Run 1, wire density map:
The die is cut into 10 by 10 equal tiles; white is low, dark blue is high, scaled to the fullest tile. Values are wire area over tile area, all layers added.
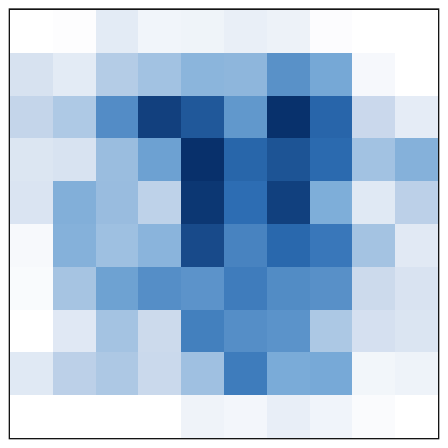
Run 1, the clock network:
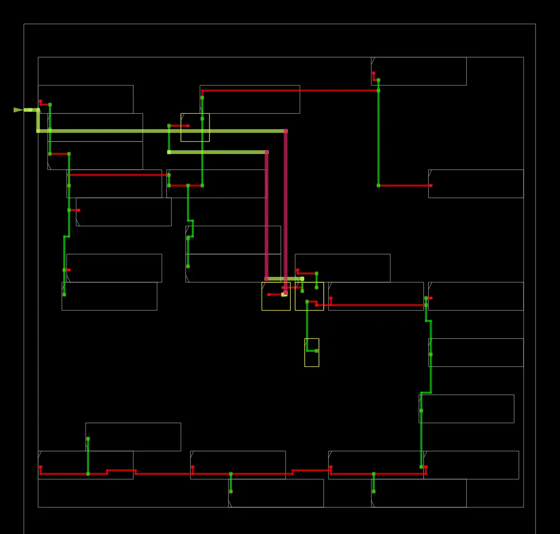
Run 1, layout detail:
The bar under the picture is 5 µm long. Region (15, 25) to (35, 45) µm. Cells in grey, sequential cells in the stronger grey; small squares are vias.
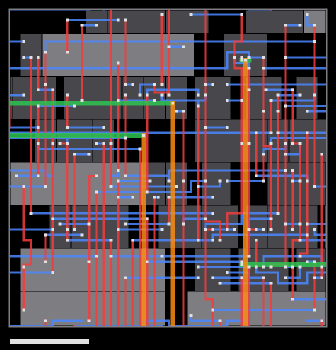
Run 1, gate-type map:
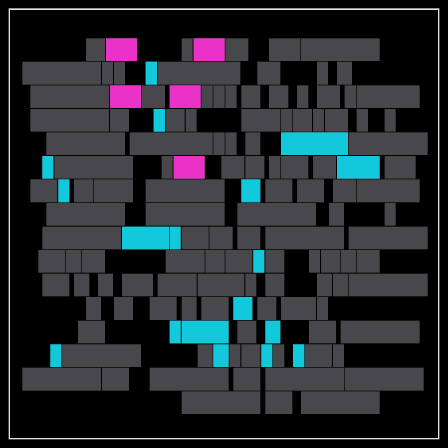
### config.mk
export PLATFORM = sky130hd
export DESIGN_NAME = button_debouncer
export DESIGN_NICKNAME = d
export VERILOG_FILES = /design/src/rtl/edge_detector.sv /design/src/rtl/button_debouncer.sv
export SDC_FILE = /design/constraint.sdc
export NUM_CORES = 1
export LEC_CHECK = 0
export CORE_UTILIZATION = 58
export CTS_CLUSTER_DIAMETER = 100
export DETAILED_ROUTE_END_ITERATION = 16
export PLACE_DENSITY = 0.78
export SKIP_LAST_GASP = 1
export SYNTH_ARGS = -nofsm -noshare
export SYNTH_HDL_FRONTEND = slang
export SYNTH_HIERARCHICAL = 1
export SYNTH_SLANG_ARGS = --single-unit
export TNS_END_PERCENT = 20
### constraint.sdc
create_clock -name clk -period 2.6 [get_ports clk]
set_clock_uncertainty 0.15 [all_clocks]
set_input_delay 0.65 -clock clk [delete_from_list [all_inputs] [get_ports clk]]
set_output_delay 0.65 -clock clk [all_outputs]
set_load 0.05 [all_outputs]
### src/rtl/edge_detector.sv
// rtl/edge_detector.sv - per-bit rising-edge detector producing one-cycle pulses
module edge_detector #(
    parameter int WIDTH = 1
) (
    input  logic             clk,
    input  logic             rst,
    input  logic [WIDTH-1:0] in,
    output logic [WIDTH-1:0] out_pulse
);

    logic [WIDTH-1:0] prev_q;
    logic [WIDTH-1:0] prev_d;

    // History tracks the input level every cycle.
    always_comb begin
        prev_d = in;
    end

    // History register, cleared immediately on reset.
    always_ff @(posedge clk or posedge rst) begin
        if (rst) begin
            prev_q <= '0;
        end else begin
            prev_q <= prev_d;
        end
    end

    // Pulse on the first high cycle of each bit.
    always_comb begin
        out_pulse = in & ~prev_q;
    end

endmodule

### src/rtl/button_debouncer.sv
// rtl/button_debouncer.sv - sampled saturating-counter debouncer with rising-edge pulses
module button_debouncer #(
    parameter int WIDTH          = 1,
    parameter int SAMPLE_CNT_MAX = 62500,
    parameter int PULSE_CNT_MAX  = 200
) (
    input  logic             clk,
    input  logic             rst,
    input  logic [WIDTH-1:0] sync_in,
    output logic [WIDTH-1:0] debounced,
    output logic [WIDTH-1:0] rise_pulse
);

    localparam int SAMPLE_W = (SAMPLE_CNT_MAX > 1) ? $clog2(SAMPLE_CNT_MAX) : 1;
    localparam int SAT_W    = $clog2(PULSE_CNT_MAX + 1);

    localparam logic [SAMPLE_W-1:0] SAMPLE_LAST = SAMPLE_W'(SAMPLE_CNT_MAX - 1);
    localparam logic [SAMPLE_W-1:0] SAMPLE_ONE  = SAMPLE_W'(1);
    localparam logic [SAT_W-1:0]    SAT_FULL    = SAT_W'(PULSE_CNT_MAX);
    localparam logic [SAT_W-1:0]    SAT_ONE     = SAT_W'(1);

    logic [SAMPLE_W-1:0] sample_cnt_q;
    logic [SAMPLE_W-1:0] sample_cnt_d;
    logic                sample_tick;

    // Free-running sample timer shared by every channel; ticks on its last count.
    always_comb begin
        sample_tick  = (sample_cnt_q == SAMPLE_LAST);
        sample_cnt_d = sample_tick ? '0 : (sample_cnt_q + SAMPLE_ONE);
    end

    // Sample timer register.
    always_ff @(posedge clk or posedge rst) begin
        if (rst) begin
            sample_cnt_q <= '0;
        end else begin
            sample_cnt_q <= sample_cnt_d;
        end
    end

    for (genvar i = 0; i < WIDTH; i++) begin : g_ch
        logic [SAT_W-1:0] sat_cnt_q;
        logic [SAT_W-1:0] sat_cnt_d;

        // A low sample wipes all progress; high samples climb one step per tick up to full.
        always_comb begin
            sat_cnt_d = sat_cnt_q;
            if (!sync_in[i]) begin
                sat_cnt_d = '0;
            end else if (sample_tick && (sat_cnt_q < SAT_FULL)) begin
                sat_cnt_d = sat_cnt_q + SAT_ONE;
            end
        end

        // Per-channel saturating counter register.
        always_ff @(posedge clk or posedge rst) begin
            if (rst) begin
                sat_cnt_q <= '0;
            end else begin
                sat_cnt_q <= sat_cnt_d;
            end
        end

        assign debounced[i] = (sat_cnt_q == SAT_FULL);
    end

    edge_detector #(
        .WIDTH(WIDTH)
    ) u_edge_detector (
        .clk      (clk),
        .rst      (rst),
        .in       (debounced),
        .out_pulse(rise_pulse)
    );

endmodule

==> flow_metrics.py, run 1 <==
# Flow results
metrics = {
    "final_timing": {
        "setup_ws_ns": 0.0485,
        "fmax_ghz": 0.392,
        "fin_crit_sh": 0.981,
        "finalCriticalPeriod_ns": 2.55,
        "worstMarginPinSlew_ns": 0.643,
    },
    "clock_tree": {
        "cts_tree": "built",
        "clk_latency_ns": 0.31,
        "clk_path_buf_depth": 2,
    },
    "worst_setup_path": {
        "critPathKind": "reg -> out",
        "r2r_cells": 5,
        "path_cells": "inv_1 -> ha_2 -> nand3b_1 -> nor4_4 -> nor2b_4 -> buf_12",
        "cpLargestDelayFamily": "simple AND/OR/NAND/NOR gates",
        "crit_end": "rise_pulse",
        "rrSetupSlack_ns": 0.42,
    },
    "power_and_ir_drop": {
        "pwr-share-seq": 0.676,
        "p_int_uw": 454,
        "netSwitchingFraction": 0.211,
        "comb_power_uw": 17.3,
    },
    "detailed_routing": {
        "drc_errors": 0,
        "dr.first_iter.drc_count": 31,
    },
    "yosys": {
        "ys_top_cells_by_count": "25 x dfrtp_1, 18 x nand2_1, 10 x nor2_1, 10 x xnor2_1, 8 x nand3_1",
        "synthTopCellsByArea": "dfrtp_1 48%, xnor2_1 6.7%, nand2_1 5.2%",
        "synth_top_area_share": 0.479,
        "synth_nets": 136,
        "synth.most_common_cell": "dfrtp_1",
        "flop_cell": "dfrtp_1",
        "syn-cell-area_mm2": 0.00131,
    },
    "grt": {
        "grt_max_degree": 17,
        "grt_pass1_wl_mm": 4.11,
        "grt_pass1_vias": 908,
    },
    "outcome": {
        "outcome": "complete, no violations",
    },
    "die": {
        "chip_area_mm2": 0.00245,
    },
    "worst_hold_path": {
        "hp-class": "in -> async",
    },
    "finish": {
        "finalNetCount": 147,
        "area_growth_pct": 12.4,
    },
    "placed_design": {
        "post-place-ws_ns": 0.385,
    },
    "flow_run": {
        "max_cap_violations": 0,
    },
}
-- 'wire density map' (at the start) --
fullest tile: 0.44
nearly empty tiles: 12%
densest ninth of the die: centre
mean over tiles: 0.16
drt wl/cell: 14.8 µm
Vias: 993

-- 'the clock network' (at the start) --
CLK BUF: 4
clk pwr: 169 µW
flip-flops: 25

-- 'layout detail' (at the start) --
legend:
  M4:
    colour: orange
  M1:
    colour: blue
  M3:
    colour: green
  M2:
    colour: red
most frequent: nand2_1 (9), mux2i_1 (3), dfrtp_1 (3)
sequential cells in the window: 5
netlist names of flops here include: g_ch.sat_cnt_q (4), sample_cnt_q (1)
cells with their middle in the window: 37

-- 'gate-type map' (at the start) --
legend:
  mux cells:
    colour: magenta
    cells: 5
    most_used: mux2i_1
    where: north
  nor cells:
    colour: cyan
    cells: 18
    most_used: nor2_1
fraction of area in multi-input gates: 0.454
Finished Layout Cells: 167
most numerous logic cell after layout: dfrtp_1

==> run 1: state kept, by name (all words and copies together), names as in the netlist <==
name and flops:
sample_cnt_q 16, g_ch.sat_cnt_q 8, u_edge_detector/prev_q 1
==> run 1: cell type report <==
cell class / count / area, µm² / area share
clock buffer: 4 / 26.3 / 0.0179
inverter: 6 / 22.5 / 0.0153
multi-input combinational: 97 / 667 / 0.454
sequential: 25 / 628 / 0.428
tap: 27 / 33.8 / 0.0230
timing repair buffer: 8 / 90.1 / 0.0614
==> run 1: logic make-up after synthesis <==
kind of cell	after synthesis	share of synthesized area
adders and majority gates	3	0.0287
AOI/OAI and AO/OA	9	0.0469
and+or+nand+nor	68	0.303
muxes	5	0.0383
xor gates and xnor gates	12	0.0805
buffers and inverters	8	0.0239
DFF	25	0.479
==> run 1: how the worst min path moves through the flow <==
| stage | start | to | slack, ns | cells after the start |
|---|---|---|---|---|
| 3_5_place_dp | sample_cnt_q[0] | sample_cnt_q[0] | 0.37 | 1 |
| 4_1_cts | rst | u_edge_detector/prev_q | 0.34 | 2 |
| 3_3_place_gp | g_ch[0].sat_cnt_q[7] | g_ch[0].sat_cnt_q[7] | 0.35 | 2 |
| 2_1_floorplan | rst | u_edge_detector/prev_q | 0.23 | 1 |
| 6_report | rst | u_edge_detector/prev_q | 0.34 | 2 |
| 5_1_grt | rst | u_edge_detector/prev_q | 0.34 | 2 |
==> run 1: repair_timing <==
item / 4_1_cts / 5_1_grt
setup endpoints to repair: 0 / 1
buffers inserted: 0 / 3
resized: 0 / 4
==> run 1: through the flow <==
stage          setup TNS (ns)  power, µW
2_1_floorplan               0        406
3_3_place_gp                0        413
3_5_place_dp                0        414
4_1_cts                     0        579
5_1_grt               -0.0238        596
6_report                    0        575
--- run 2 (diff from run 1) ---
- CTS_CLUSTER_SIZE: default -> 16
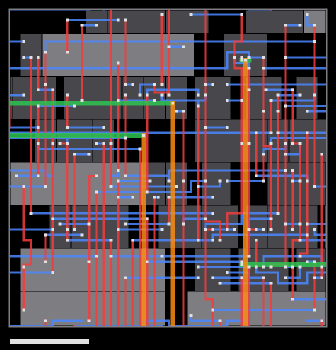
Run 2: layout detail
The bar under the picture is 5 µm long. Region (15, 25) to (35, 45) µm. Cells in grey, sequential cells in the stronger grey; small squares are vias.
legend:
  M4:
    colour: orange
  M2:
    colour: red
  M1:
    colour: blue
  M3:
    colour: green
most frequent: nand2_1 (9), mux2i_1 (3), dfrtp_1 (3)
cells with their middle in the window: 37
netlist names of flops here include: g_ch.sat_cnt_q (4), sample_cnt_q (1)
sequential cells in the window: 5

==> run 2 against run 1 <==
Net effect:
- first-iteration DRC count did not move
- fmax did not move
- synthesized cell count unchanged
- design area unchanged
- synthesized area is the same
- clock power is essentially flat
- core utilization unchanged
- count of clock-buffer cells in the layout unchanged
- cell count did not move
- register-to-register slack is essentially flat
- critical path type unchanged
- largest power group unchanged
==> flow_metrics.py, run 2 <==
# Flow results
metrics = {
    "worst_setup_path": {
        "r2r_cells": 5,
        "critPathKind": "reg -> out",
        "path_cells": "inv_1 -> ha_2 -> nand3b_1 -> nor4_4 -> nor2b_4 -> buf_12",
    },
    "finish": {
        "reg_top3": "sample_cnt_q: 16 flops, g_ch.sat_cnt_q: 8 flops, u_edge_detector/prev_q: 1 flops",
        "finalNetCount": 147,
        "seq_cell_count": 25,
        "n_all_buffers": 8,
        "instances_no_fill": 167,
        "area_growth_pct": 12.4,
        "dominant_cells": "multi-input combinational cells",
        "inv_count": 6,
        "largest_reg_flops": 16,
        "seq_share": 0.428,
        "buf_share": 0.0614,
    },
    "final_timing": {
        "finalCriticalPeriod_ns": 2.55,
        "fmax_ghz": 0.392,
        "fin_crit_sh": 0.981,
        "worstMarginPinSlew_ns": 0.643,
    },
    "yosys": {
        "synthTopCellsByArea": "dfrtp_1 48%, xnor2_1 6.7%, nand2_1 5.2%",
        "syn-cell-area_mm2": 0.00131,
        "ys_top_cells_by_count": "25 x dfrtp_1, 18 x nand2_1, 10 x nor2_1, 10 x xnor2_1, 8 x nand3_1",
        "synth_nets": 136,
        "synth.most_common_cell": "dfrtp_1",
    },
    "grt": {
        "grt_pass1_wl_mm": 4.11,
        "grt_max_degree": 17,
        "grt_pass1_vias": 908,
    },
    "outcome": {
        "outcome": "complete, no violations",
    },
    "detailed_routing": {
        "vias": 993,
    },
    "flow_run": {
        "max_cap_violations": 0,
    },
    "die": {
        "chip_area_mm2": 0.00245,
    },
    "clock_tree": {
        "clk_latency_ns": 0.31,
    },
    "worst_hold_path": {
        "hp-class": "in -> async",
    },
}
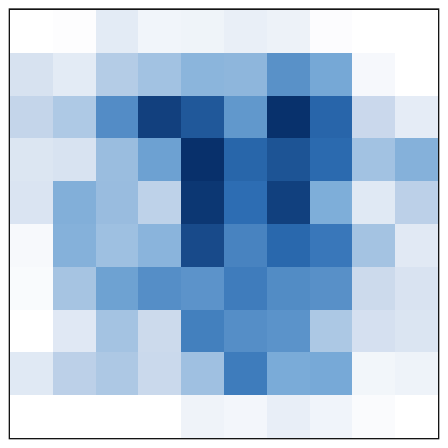
Run 2: wire density map
The die is cut into 10 by 10 equal tiles; white is low, dark blue is high, scaled to the fullest tile. Values are wire area over tile area, all layers added.
mean over tiles: 0.16
emptiest ninth of the die: south-west
tiles over half the peak: 31%
final WL: 2.47 mm
GRT Overall Usage: 0.224

run 2: worst register-to-register path, stage by stage (launching register included):
cell and delay [ns]:
dfrtp_1 0.44, ha_1 0.29, and4bb_2 0.27, nand4_2 0.24, or4_1 0.58, a21oi_1 0.15
run 2: worst max path at each step:
stage	start	endpoint	slack [ns]	cells past startpoint
4_1_cts	g_ch[0].sat_cnt_q[0]	rise_pulse	0.02	6
3_5_place_dp	g_ch[0].sat_cnt_q[0]	rise_pulse	0.39	6
3_3_place_gp	g_ch[0].sat_cnt_q[0]	rise_pulse	0.44	6
5_1_grt	g_ch[0].sat_cnt_q[0]	rise_pulse	-0.02	6
6_report	g_ch[0].sat_cnt_q[1]	rise_pulse	0.05	6
2_1_floorplan	g_ch[0].sat_cnt_q[0]	rise_pulse	0.02	5
run 2: cells by family (layout without fill, tap and decap cells):
logic type,count (synthesis),after routing,synth area share
AND-OR/OR-AND,9,9,0.0469
XOR/XNOR,12,12,0.0805
AND/OR/NAND/NOR,68,68,0.303
buffers and inverters,8,18,0.0239
multiplexers,5,5,0.0383
adder cells (fa/ha/maj),3,3,0.0287
flip-flops,25,25,0.479
run 2: report_power, final:
group / internal (µW) / total, µW / switching (µW)
Sequential: 389 / 389 / 0.000000000000156
Combinational: 5.06 / 17.3 / 12.2
Clock: 60.0 / 169 / 109
Total: 454 / 575 / 121
run 2: repair_timing:
action | 4_1_cts | 5_1_grt
gates resized | 0 | 4
endpoints found under the setup margin | 0 | 1
buffers inserted | 0 | 3
run 2: metal layers:
layer,vias to the layer above,track usage,routed length [µm]
met5,-,0,0
met4,0,0.0571,51
met3,6,0.0370,86
met2,17,0.347,1180
met1,489,0.327,1150
li1,481,-,-
Power figures rest on the tool's default switching activity, not on a simulated workload.
